## config.mk

```make
export PLATFORM = sky130hd
export DESIGN_NAME = alu_result_fifo_flat
export DESIGN_NICKNAME = d
export VERILOG_FILES = /design/src/rtl/alu_result_fifo_if.sv /design/src/rtl/alu_result_fifo.sv /design/src/flat_wrapper.sv
export SDC_FILE = /design/constraint.sdc
export NUM_CORES = 1
export LEC_CHECK = 0
export ABC_AREA = 1
export CORE_MARGIN = 4
export CORE_UTILIZATION = 30
export DETAILED_ROUTE_END_ITERATION = 8
export PLACE_DENSITY = 0.49
export SYNTH_ARGS = -nofsm -noshare
export SYNTH_HDL_FRONTEND = slang
export SYNTH_SLANG_ARGS = --single-unit
```

## constraint.sdc

```tcl
create_clock -name clk -period 15.58 [get_ports clk]
set_input_delay 3.116 -clock clk [delete_from_list [all_inputs] [get_ports clk]]
set_output_delay 3.116 -clock clk [all_outputs]
set_load 0.01 [all_outputs]
```

## src/rtl/alu_result_fifo_if.sv

```systemverilog
// Handshake bundle between the shift unit, the result FIFO and its consumer.
// A word moves on a rising edge only when its valid and ready are both high.
interface alu_result_fifo_if #(
  parameter int WIDTH = 32
);
  logic             in_valid;
  logic [WIDTH-1:0] in_result;
  logic             in_zero;
  logic             in_ready;
  logic             out_valid;
  logic [WIDTH-1:0] out_result;
  logic             out_zero;
  logic             out_ready;

  modport slave (
    input  in_valid, in_result, in_zero, out_ready,
    output in_ready, out_valid, out_result, out_zero
  );

  modport master (
    output in_valid, in_result, in_zero, out_ready,
    input  in_ready, out_valid, out_result, out_zero
  );
endinterface

```

## src/rtl/alu_result_fifo.sv

```systemverilog
// First-word fall-through FIFO for shift results plus zero flag, with
// saturating zero-result counter and sticky drop / flag-mismatch status.
module alu_result_fifo #(
  parameter int DEPTH = 4,
  parameter int WIDTH = 32
) (
  input  logic                     clk,
  input  logic                     rst,
  alu_result_fifo_if.slave         bus,
  output logic [$clog2(DEPTH):0]   count,
  output logic [15:0]              zero_count,
  output logic                     drop,
  output logic                     mismatch
);
  localparam int AW = $clog2(DEPTH);
  localparam int CW = AW + 1;
  localparam logic [CW-1:0] FULL = CW'(DEPTH);

  typedef struct packed {
    logic             zero;
    logic [WIDTH-1:0] result;
  } entry_t;

  entry_t          mem_q [DEPTH];
  entry_t          mem_d [DEPTH];
  logic [AW-1:0]   wr_ptr_q, wr_ptr_d;
  logic [AW-1:0]   rd_ptr_q, rd_ptr_d;
  logic [CW-1:0]   count_q, count_d;
  logic [15:0]     zero_count_q, zero_count_d;
  logic            drop_q, drop_d;
  logic            mismatch_q, mismatch_d;
  logic            in_ready, out_valid, push, pop;

  always_comb begin
    // Ready comes from registered occupancy only, so a full FIFO refuses
    // a push even in a cycle where the head is being popped.
    in_ready     = (count_q < FULL);
    out_valid    = (count_q != '0);
    push         = bus.in_valid && in_ready;
    pop          = out_valid && bus.out_ready;

    mem_d        = mem_q;
    wr_ptr_d     = wr_ptr_q;
    rd_ptr_d     = rd_ptr_q;
    count_d      = count_q;
    zero_count_d = zero_count_q;
    drop_d       = drop_q | (bus.in_valid & ~in_ready);
    mismatch_d   = mismatch_q;

    if (push) begin
      mem_d[wr_ptr_q] = '{zero: bus.in_zero, result: bus.in_result};
      wr_ptr_d        = wr_ptr_q + 1'b1;
      if (bus.in_zero && (zero_count_q != 16'hFFFF))
        zero_count_d = zero_count_q + 16'd1;
      if (bus.in_zero != (bus.in_result == '0))
        mismatch_d = 1'b1;
    end
    if (pop)
      rd_ptr_d = rd_ptr_q + 1'b1;

    case ({push, pop})
      2'b10:   count_d = count_q + 1'b1;
      2'b01:   count_d = count_q - 1'b1;
      default: count_d = count_q;
    endcase
  end

  always_ff @(posedge clk or posedge rst) begin
    if (rst) begin
      for (int i = 0; i < DEPTH; i++) mem_q[i] <= '0;
      wr_ptr_q     <= '0;
      rd_ptr_q     <= '0;
      count_q      <= '0;
      zero_count_q <= '0;
      drop_q       <= 1'b0;
      mismatch_q   <= 1'b0;
    end else begin
      for (int i = 0; i < DEPTH; i++) mem_q[i] <= mem_d[i];
      wr_ptr_q     <= wr_ptr_d;
      rd_ptr_q     <= rd_ptr_d;
      count_q      <= count_d;
      zero_count_q <= zero_count_d;
      drop_q       <= drop_d;
      mismatch_q   <= mismatch_d;
    end
  end

  assign bus.in_ready   = in_ready;
  assign bus.out_valid  = out_valid;
  assign bus.out_result = mem_q[rd_ptr_q].result;
  assign bus.out_zero   = mem_q[rd_ptr_q].zero;
  assign count          = count_q;
  assign zero_count     = zero_count_q;
  assign drop           = drop_q;
  assign mismatch       = mismatch_q;
endmodule
```

## src/flat_wrapper.sv

```systemverilog
// flat-port wrapper written by rule: the top's interface ports become plain ports
module alu_result_fifo_flat 
#(
  parameter int DEPTH = 4,
  parameter int WIDTH = 32
)
  (clk, rst, count, zero_count, drop, mismatch, bus_in_valid, bus_in_result, bus_in_zero, bus_out_ready, bus_in_ready, bus_out_valid, bus_out_result, bus_out_zero);
  alu_result_fifo_if #(.WIDTH(WIDTH)) bus_i ();
  input  logic clk;
  input  logic rst;
  output logic [$clog2(DEPTH):0] count;
  output logic [15:0] zero_count;
  output logic drop;
  output logic mismatch;
  input wire logic [$bits(bus_i.in_valid)-1:0] bus_in_valid;
  input wire logic [$bits(bus_i.in_result)-1:0] bus_in_result;
  input wire logic [$bits(bus_i.in_zero)-1:0] bus_in_zero;
  input wire logic [$bits(bus_i.out_ready)-1:0] bus_out_ready;
  output wire logic [$bits(bus_i.in_ready)-1:0] bus_in_ready;
  output wire logic [$bits(bus_i.out_valid)-1:0] bus_out_valid;
  output wire logic [$bits(bus_i.out_result)-1:0] bus_out_result;
  output wire logic [$bits(bus_i.out_zero)-1:0] bus_out_zero;
  assign bus_i.in_valid = bus_in_valid;
  assign bus_i.in_result = bus_in_result;
  assign bus_i.in_zero = bus_in_zero;
  assign bus_i.out_ready = bus_out_ready;
  assign bus_in_ready = bus_i.in_ready;
  assign bus_out_valid = bus_i.out_valid;
  assign bus_out_result = bus_i.out_result;
  assign bus_out_zero = bus_i.out_zero;
  alu_result_fifo #(.DEPTH(DEPTH), .WIDTH(WIDTH)) u_core (.clk(clk), .rst(rst), .bus(bus_i), .count(count), .zero_count(zero_count), .drop(drop), .mismatch(mismatch));
endmodule
```

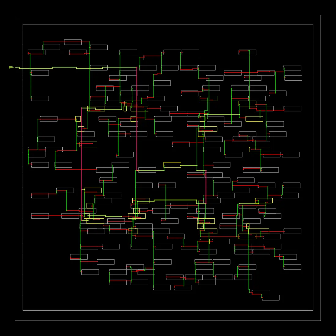
final_clocks.png
Flop Count: 157
clock buffers: 21
clock skew: 0.00749 ns
clk latency late pin: 0.42 ns
Power Clock: 0.000423 W

==> flow_summary_export.csv <==
group,metric,value,unit
synthesis,synthMostInstantiatedCell,"nand2_1",
sta,setup_viol,0,
synthesis,yosys_most_used_dff,"dfrtp_1",
power_and_ir_drop,p_per_area,204,nW/um^2
min_path,holdPathEnd,"u_core.mem_q[37]",
final_layout,clock_area_share,6.63,%
outcome,status,"complete, no violations",
placement,port_buffers,92,
placement,dp_slack,10.27,ns
power_and_ir_drop,power_frac_clock,23.2,%
placement,dp_cells,1238,
power_and_ir_drop,switchingPower,0.000675,W
synthesis,synth_cell_types,23,
synthesis,adder_share,1.32,%
grt,use_met2,22.5,%
floorplan,fp_util,30.5,%
synthesis,topCellsByArea,"dfrtp_1 (55%), o21ai_0 (14%), nand2_1 (11%), nor2_1 (5.4%), inv_1 (2.9%)",
power_and_ir_drop,irDropWorstVdd,104,uV
final_layout,layout.cells.non_filler,1270,
grt,use_met1,20.7,%
final_layout,drive_gt1_share,5.57,%
min_path,hold_depth,2,
grt,busiest_layer,"met2",
power_and_ir_drop,top_power_group,"combinational cells",
floorplan,die_area,26500,um^2
floorplan,taps,319,
detailed_routing,met2_length,8620,um
sta,worstMarginPinSlew,0.975,ns
sta,drv_slew,0,
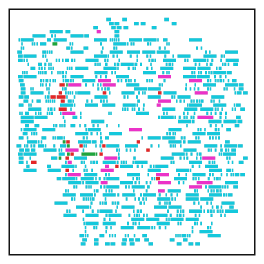
drive_strength.png
(1.5 px per um)
[drive 6 and up] magenta | cells: 25
[drive 2] green | cells: 8
[drive 1 or less] cyan | cells: 898
[drive 3 to 4] red | cells: 20
Area Overhead vs Synth: 24.9%
post-route setup slack: 9.96 ns

Power is estimated from default activity; no workload was simulated.
